===== src/rtl/bus_arb_mux.sv =====
// bus_arb_mux: N-master round-robin arbiter and datapath mux for the single
// SRAM data port. A registered one-hot grant selects which master's address,
// write data and write enable reach the SRAM. A bounded tenure forces a
// hand-off when another master waits. Writes are gated by the owner's live
// request, so a write in the release cycle never reaches the SRAM.
module bus_arb_mux #(
  parameter int NUM_M    = 2,
  parameter int ADDR_W   = 8,
  parameter int DATA_W   = 8,
  parameter int MAX_HOLD = 16,
  parameter int OWN_W    = $clog2(NUM_M)
) (
  input  logic                      clk,
  input  logic                      rst,
  input  logic [NUM_M-1:0]          m_breq,
  input  logic [NUM_M*ADDR_W-1:0]   m_addr,
  input  logic [NUM_M*DATA_W-1:0]   m_wdata,
  input  logic [NUM_M-1:0]          m_we,
  output logic [NUM_M-1:0]          m_bgrt,
  output logic [DATA_W-1:0]         m_rdata,
  output logic [ADDR_W-1:0]         s_addr,
  output logic [DATA_W-1:0]         s_wdata,
  output logic                      s_we,
  input  logic [DATA_W-1:0]         s_rdata,
  output logic [OWN_W-1:0]          owner,
  output logic                      busy
);

  // Tenure counter only needs to reach MAX_HOLD-1; MAX_HOLD of 0 or 1 keeps it at 0.
  localparam int                HOLD_W    = (MAX_HOLD > 1) ? $clog2(MAX_HOLD) : 1;
  localparam logic [HOLD_W-1:0] HOLD_LAST = (MAX_HOLD > 1) ? HOLD_W'(MAX_HOLD - 1) : '0;

  // One extra bit so that base + offset never overflows before the wrap.
  localparam int               CNT_W     = OWN_W + 1;
  localparam logic [CNT_W-1:0] NUM_M_EXT = CNT_W'(NUM_M);
  localparam logic [OWN_W-1:0] LAST_RST  = OWN_W'(NUM_M - 1);

  typedef enum logic {
    IDLE  = 1'b0,
    OWNED = 1'b1
  } state_e;

  state_e             state_q, state_d;
  logic [NUM_M-1:0]   grant_q, grant_d;
  logic [OWN_W-1:0]   owner_q, owner_d;
  logic [OWN_W-1:0]   last_q,  last_d;
  logic [HOLD_W-1:0]  hold_q,  hold_d;

  logic [NUM_M-1:0]   req_mask;
  logic [OWN_W-1:0]   base;
  logic [CNT_W-1:0]   pos;
  logic [OWN_W-1:0]   cand;
  logic [OWN_W-1:0]   winner;
  logic               found;

  // Round-robin scan: first requester after base, the owner itself excluded while it holds the bus.
  always_comb begin
    // NOTE: every signal written here gets a default first, so no path can leave
    // one unassigned and infer a latch.
    req_mask = m_breq;
    if (state_q == OWNED) req_mask[owner_q] = 1'b0;
    base   = (state_q == OWNED) ? owner_q : last_q;
    pos    = '0;
    cand   = '0;
    found  = 1'b0;
    winner = '0;
    for (int i = 1; i <= NUM_M; i++) begin
      pos = {1'b0, base} + CNT_W'(i);
      if (pos >= NUM_M_EXT) pos = pos - NUM_M_EXT;
      cand = pos[OWN_W-1:0];
      if (!found && req_mask[cand]) begin
        found  = 1'b1;
        winner = cand;
      end
    end
  end

  // Next-state logic: idle grant, release hand-over, forced hand-off and tenure counting.
  always_comb begin
    state_d = state_q;
    grant_d = grant_q;
    owner_d = owner_q;
    last_d  = last_q;
    hold_d  = hold_q;
    unique case (state_q)
      IDLE: begin
        if (found) begin
          state_d         = OWNED;
          grant_d         = '0;
          grant_d[winner] = 1'b1;
          owner_d         = winner;
          last_d          = winner;
          hold_d          = '0;
        end
      end
      OWNED: begin
        if (!m_breq[owner_q] || (MAX_HOLD != 0 && hold_q == HOLD_LAST && found)) begin
          if (found) begin
            grant_d         = '0;
            grant_d[winner] = 1'b1;
            owner_d         = winner;
            last_d          = winner;
            hold_d          = '0;
          end else begin
            state_d = IDLE;
            grant_d = '0;
            hold_d  = '0;
          end
        end else if (hold_q != HOLD_LAST) begin
          hold_d = hold_q + 1'b1;
        end
      end
      default: begin
        state_d = IDLE;
        grant_d = '0;
      end
    endcase
  end

  // Arbitration state register; reset gives master 0 first priority.
  always_ff @(posedge clk or negedge rst) begin
    // NOTE: state registers use non-blocking assignments only, so every flop
    // samples the pre-edge values regardless of statement order.
    if (!rst) begin
      state_q <= IDLE;
      grant_q <= '0;
      owner_q <= '0;
      last_q  <= LAST_RST;
      hold_q  <= '0;
    end else begin
      state_q <= state_d;
      grant_q <= grant_d;
      owner_q <= owner_d;
      last_q  <= last_d;
      hold_q  <= hold_d;
    end
  end

  assign m_bgrt = grant_q;
  assign owner  = owner_q;
  assign busy   = (state_q == OWNED);

  // SRAM steering from the registered owner; everything is zero while idle.
  always_comb begin
    s_addr  = '0;
    s_wdata = '0;
    s_we    = 1'b0;
    m_rdata = '0;
    if (busy) begin
      s_addr  = m_addr[int'(owner_q) * ADDR_W +: ADDR_W];
      s_wdata = m_wdata[int'(owner_q) * DATA_W +: DATA_W];
      s_we    = m_breq[owner_q] & m_we[owner_q];
      m_rdata = s_rdata;
    end
  end

endmodule


===== config.mk =====
export PLATFORM = sky130hd
export DESIGN_NAME = bus_arb_mux
export DESIGN_NICKNAME = d
export VERILOG_FILES = /design/src/rtl/bus_arb_mux.sv
export SDC_FILE = /design/constraint.sdc
export NUM_CORES = 1
export LEC_CHECK = 0
export CAP_MARGIN = 20
export CORE_UTILIZATION = 35
export CTS_CLUSTER_SIZE = 30
export DETAILED_ROUTE_END_ITERATION = 7
export PLACE_DENSITY = 0.84
export RECOVER_POWER = 50
export SKIP_CTS_REPAIR_TIMING = 1
export SYNTH_ARGS = -nofsm -noshare
export SYNTH_HDL_FRONTEND = slang
export SYNTH_SLANG_ARGS = --single-unit
export TNS_END_PERCENT = 50

===== constraint.sdc =====
create_clock -name clk -period 3.1 [get_ports clk]
set_input_delay 0.465 -clock clk [delete_from_list [all_inputs] [get_ports clk]]
set_output_delay 0.465 -clock clk [all_outputs]
set_load 0.01 [all_outputs]

==> out/qor.txt, run 1 <==
CP Max Fanout -> 18
crit path launch -> owner$_DFFE_PN0P_
reg-to-reg slack, setup -> 1300 ps
Die Wd -> 53.0 µm
Yosys chip area -> 911 µm²
gr usage total -> 0.207
Fin Setup TNS -> 0 ps
fp_density -> 0.368
drt initial violations -> 16
YS warnings -> 0
min cycle time layout -> 2610 ps
max cap viols -> 0
fin nets -> 230
IO Port Bufs -> 74
maximum vdd drop -> 0.227 mV
HP Start -> hold_q[0]$_DFFE_PN0P_
Synth cell types -> 32
Finish-stage setup viols -> 0
Post-synth seq share -> 0.249
Antenna Cells -> 0
layout cells sized above 1 -> 0.0549
fin crit share -> 0.841
Post-synth regs -> 9
wirelength, routed -> 2600 µm
io pins -> 75
P per Cell Area -> 303 nW/µm²
Final Hold Fails -> 0
synthesized cell area -> 911 µm²
core footprint -> 2480 µm²
GP Congestion -> 0.850
tally of OpenROAD warnings -> 26
first-pass GRT wire length -> 4240 µm
clk buf depth -> 2
Worst Tran Pin Value -> 857 ps
WS Path Type -> reg2out
crit path DAT -> 2140 ps
# H-tree levels -> 1
Avg Synthesized Cell Area -> 8.21 µm²
Worst Skew -> 4.30 ps
number of vias per cell -> 5.06
ANT nets after route -> 0
initial antenna violation count -> 0
pin count of the biggest net entering global routing -> 39
Req. time, crit path -> 2630 ps
Residual DRC -> 0
Area growth syn-to-layout -> 84.1%
status -> complete, no violations
ys cells -> 111
Slew HR -> 0.429
clk sinks -> 9
DP HPWL -> 2100 µm
total CTS buffers -> 3
Hold Slack -> 507 ps
Top cells excl fill/tap -> clkdlybuf4s50_1, mux2i_1, nor2b_1, and2_1, dfrtp_1
FILL cells -> 206
Worst-path clk slew -> 50 ps
Crit. End Element -> output pin
HP Class -> reg2reg
die height -> 53.0 µm
GRT overflow -> 0
Mapped Nets -> 158
num rows -> 18
Final Max Tran Viols -> 0
most frequent logic cell in the layout -> clkdlybuf4s50_1
DR vias -> 1,072
Mapped Cells -> 111
run 1: sequential cells by signal, indices dropped and copies added (netlist names):
register  count
hold_q        4
m_bgrt        2
busy          1
last_q        1
owner         1
run 1: area by class of cell:
cell class / count / area (µm²) / share of cell area
Tap cell: 30 / 37.5 / 0.0224
Timing Repair Buffer: 76 / 756 / 0.451
Sequential cell: 9 / 226 / 0.135
Multi-Input combinational cell: 86 / 604 / 0.360
Inverter: 7 / 26.3 / 0.0157
Clock buffer: 4 / 26.3 / 0.0157
run 1: stage by stage:
step | std cells | power, mW | cell area [µm²] | worst slack, ps | util
4_1_cts | 212 | 0.518 | 1680 | 482 | 0.677
3_3_place_gp | 208 | 0.418 | 1650 | 663 | 0.666
6_report | 212 | 0.508 | 1680 | 493 | 0.677
5_1_grt | 212 | 0.545 | 1680 | 346 | 0.677
3_5_place_dp | 208 | 0.425 | 1650 | 653 | 0.666
2_1_floorplan | 111 | 0.280 | 911 | 1560 | -
run 1: Yosys cell counts:
cell      number  area, µm²
o22ai_1        1       6.26
nand2_1        5       18.8
inv_1          6       22.5
a31oi_1        3       18.8
a32o_1         1       10.0
buf_2          4       20.0
o21ai_0        4       20.0
clkbuf_1       3       11.3
inv_2          1       3.75
nand3_2        1       10.0
mux2i_1       18        180
buf_6          2       22.5
ha_1           1       12.5
nand2b_2       1       8.76
o21ai_1        1       5.00
dfstp_2        1       26.3
or2_1          1       6.26
nor2b_1       16        100
nand4_1        3       18.8
a21oi_1        6       30.0
or3_1          1       6.26
a21boi_2       1       11.3
nor2_1         2       7.51
o221ai_1       1       8.76
nand3_1        3       15.0
nand4b_1       1       8.76
nand2b_1       1       6.26
dfrtp_1        8        200
nand3b_1       2       15.0
a22o_1         1       8.76
and2_1        10       62.6
xnor2_1        1       8.76
run 1: worst paths after layout:
check / to / depth (start not counted)
min reg2reg: hold_q[0]$_DFFE_PN0P_ / 1
max in group asynchronous: last_q$_DFFE_PN1P_ / 1
max reg2reg: hold_q[3]$_DFFE_PN0P_ / 4
min: hold_q[0]$_DFFE_PN0P_ / 1
max: s_wdata[1] / 4
min in group asynchronous: hold_q[1]$_DFFE_PN0P_ / 1
run 1: power by group:
part           internal (mW)  switching (mW)  total (mW)
clock network         0.0496          0.0401      0.0897
registers              0.135          0.0273       0.163
logic                  0.163          0.0922       0.256
run 1: cell families after synthesis:
kind of cell	share of synthesized area
simple gates	0.312
compound gates	0.131
mux	0.198
buf+inv	0.0879
flops	0.249
xor+xnor	0.00962
fa+ha+maj	0.0137
run 1: worst max-delay path: stages (launching register included):
cell and delay [ps]:
dfrtp_1 760, buf_4 330, mux2i_1 100, nor2b_1 130, clkdlybuf4s50_1 550
run 1: per-layer routing:
layer  vias up  track usage  wire [µm]
met1       465        0.231        987
met5         -            0          0
li1        528            -          -
met3        11       0.0632        243
met4         0       0.0702         51
met2        68        0.367       1320
**Run 1: signal wires on met1**

Supply wires on this layer in grey.
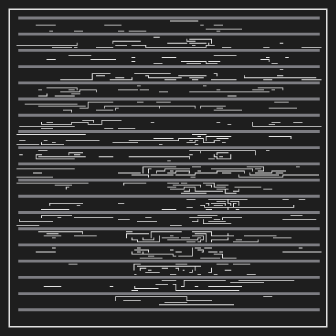
The wires run mostly horizontal. The layer holds 38% of the routed length. The longest straight run is 15.2 µm. The layer carries 988 µm of wire. 188 nets have wire on it.

**Run 1: met2 routing**

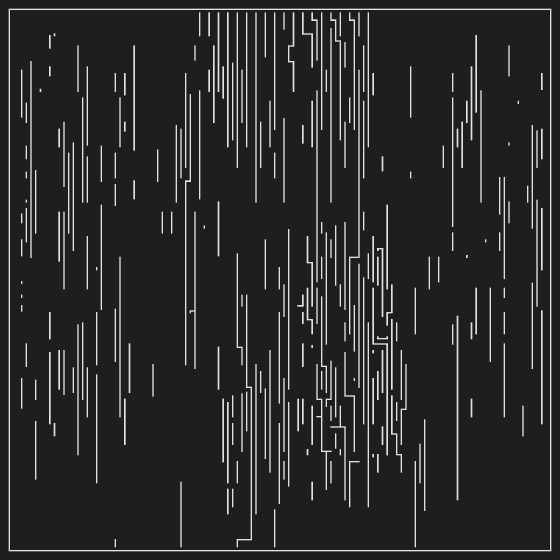
193 nets have wire on it. The longest straight run is 19.2 µm. The layer holds 51% of the routed length. The wires run mostly vertical. The layer carries 1,320 µm of wire.

**Run 1: metal 3**

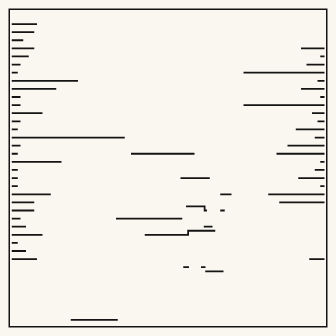
The layer holds 9.4% of the routed length. The layer carries 244 µm of wire. The longest straight run is 18.6 µm. The wires run mostly horizontal.

**Run 1: wire density map**

The bar under the picture is 20 µm long. 11 x 11 tiles, from dark purple (low) to yellow (high), scaled to the fullest tile. Values are wire area over tile area, all layers added.
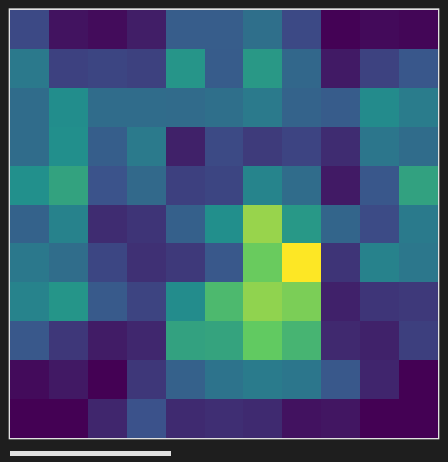

## Run 2: what changed since run 1
--- a/config.mk
+++ b/config.mk
@@ -6,10 +6,10 @@
 export NUM_CORES = 1
 export LEC_CHECK = 0
 export CAP_MARGIN = 20
-export CORE_UTILIZATION = 35
+export CORE_UTILIZATION = 32
 export CTS_CLUSTER_SIZE = 30
 export DETAILED_ROUTE_END_ITERATION = 7
-export PLACE_DENSITY = 0.84
+export PLACE_DENSITY = 0.78
 export RECOVER_POWER = 50
 export SKIP_CTS_REPAIR_TIMING = 1
 export SYNTH_ARGS = -nofsm -noshare
==> constraint.sdc (replaced) <==
create_clock -name clk -period 2.45 [get_ports clk]
set_input_delay 0.3675 -clock clk [delete_from_list [all_inputs] [get_ports clk]]
set_output_delay 0.3675 -clock clk [all_outputs]
set_load 0.01 [all_outputs]
**Run 2: wire density map**

The bar under the picture is 20 µm long. 11 x 11 tiles, from dark purple (low) to yellow (high), scaled to the fullest tile. Values are wire area over tile area, all layers added.
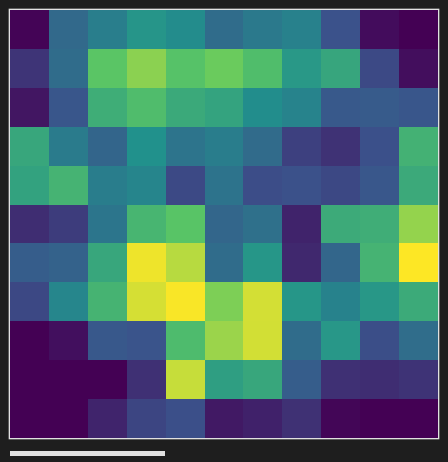
The emptiest ninth of the die: bottom left. 36% of the tiles are over half the peak. The mean over all tiles is 0.15. 9.1% of the tiles are nearly empty.

==> out/qor.txt, run 2 <==
status -> complete, no violations
Req. time, crit path -> 2080 ps (-550 ps)
Metal-1 WL -> 1130 µm (+14%)
clk buf depth -> 2 (unchanged)
ANT nets after route -> 0 (unchanged)
Synth cell types -> 32 (unchanged)
pin count of the biggest net entering global routing -> 28 (-28%)
max cap viols -> 0 (unchanged)
Hold Slack -> 466 ps (-41.9 ps)
max reg flops -> 4 (unchanged)
clock share of power -> 0.182 (+0.005)
FFs w/ async S/R, synth -> 1.00 (unchanged)
Dominant cell area share -> 0.220 (unchanged)
drt initial violations -> 42 (+26)
tally of OpenROAD warnings -> 26 (unchanged)
cell type with the largest total area -> dfrtp_1
Post-synth EDFFs -> 0 (unchanged)
top layer in use -> met4
Slew HR -> 0.598 (+0.169)
leading cell type by number of instances after synthesis -> mux2i_1
fin crit share -> 0.884
Power, Total -> 0.657 mW (+29%)
gr usage total -> 0.201 (-0.00593)
sequential share of power -> 0.295 (-0.025)
Final Max Tran Viols -> 0 (unchanged)
ys cells -> 111 (unchanged)
Mux cell area share -> 0.198 (unchanged)
internal power consumption -> 0.445 mW (+28%)
GP Congestion -> 0.795 (-6.5%)
Mapped Nets -> 158 (unchanged)
most frequent cells after synthesis -> mux2i_1, nor2b_1, and2_1
number of vias per cell -> 4.97 (-1.8%)
Worst Skew -> 1.32 ps (-2.98 ps)
XORs/XNORs by Area -> 0.00962 (unchanged)
Crit. End Element -> output pin
min cycle time layout -> 2160 ps
final core occ -> 0.653 (-0.0236)
wire length on met3 -> 183 µm (-25%)
initial antenna violation count -> 0 (unchanged)
Final Hold Fails -> 0 (unchanged)
Setup Slack @ Placement -> 341 ps (-313 ps)
IO Port Bufs -> 74 (unchanged)
Post-Layout Inst Area -> 1690 µm² (+0.90%)
FILL cells -> 212 (+2.9%)
fin nets -> 233 (+1.3%)
first-pass GRT wire length -> 4930 µm (+16%)
Sw Share -> 0.322 (+0.00821)
io pins -> 75 (unchanged)
Area growth syn-to-layout -> 85.7%
fp_density -> 0.352 (-0.0160)
layout cells sized above 1 -> 0.0595 (+0.00451)
**Run 2: signal wires on met1**

Supply wires on this layer in grey.
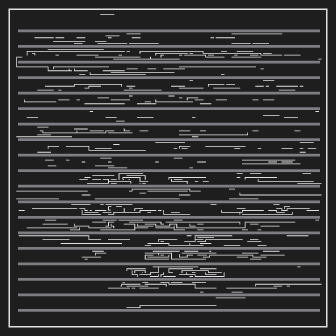
The layer holds 39% of the routed length. 189 nets have wire on it. The wires run mostly horizontal. The longest straight run is 17.0 µm.

==> run 2: cell counts after synthesis <==
No cell type changed its count.
==> run 2: final timing paths <==
kind / startpoint / to / slack [ps] / cells past startpoint
setup / recovery: busy$_DFF_PN0_ / s_addr[3] / 290 / 2
hold / removal: rst / hold_q[0]$_DFFE_PN0P_ / 470 / 1
setup reg to reg: busy$_DFF_PN0_ / hold_q[3]$_DFFE_PN0P_ / 520 / 4
hold reg to reg: m_bgrt[1]$_DFFE_PN0P_ / m_bgrt[1]$_DFFE_PN0P_ / 490 / 1
max in group asynchronous: rst / last_q$_DFFE_PN1P_ / 1660 / 1
min in group clk: m_bgrt[1]$_DFFE_PN0P_ / m_bgrt[1]$_DFFE_PN0P_ / 490 / 1
==> run 2: routing by layer <==
layer  global-route usage  vias to the layer above
li1                     -                      534
met5                    0                        -
met1                0.232                      478
met2                0.365                       52
met4               0.0536                        0
met3               0.0492                        4
==> run 2: logic make-up (layout without fill, tap and decap cells) <==
logic type / Yosys count / count (layout)
AND/OR/NAND/NOR: 47 / 47
AND-OR/OR-AND: 19 / 19
multiplexers: 18 / 18
buffers and inverters: 16 / 90
flip-flops: 9 / 9
adder cells (fa/ha/maj): 1 / 1
XOR/XNOR: 1 / 1
==> run 2: cell type report <==
cell class / count / area, µm² / share of cell area
repair buffers: 79 / 771 / 0.456
well taps: 30 / 37.5 / 0.0222
multi-input cells: 86 / 604 / 0.357
flip-flops and latches: 9 / 226 / 0.134
clock buffers: 4 / 26.3 / 0.0155
inverters: 7 / 26.3 / 0.0155
==> run 2: critical path, delay by kind of cell, from the launching register on <==
family,cells,cell delay [ps]
buffers and inverters,1,570
flip-flops,1,720
AND/OR/NAND/NOR,1,220
==> run 2: power groups by stage <==
| stage | clock [mW] | combinational (mW) | sequential [mW] |
|---|---|---|---|
| after floorplan | 0 | 0.162 | 0.193 |
| after global placement | 0 | 0.341 | 0.196 |
| after detailed placement | 0 | 0.350 | 0.197 |
| after CTS | 0.123 | 0.352 | 0.194 |
| after global routing | 0.132 | 0.373 | 0.198 |
| final | 0.119 | 0.344 | 0.193 |
Power figures rest on the tool's default switching activity, not on a simulated workload.
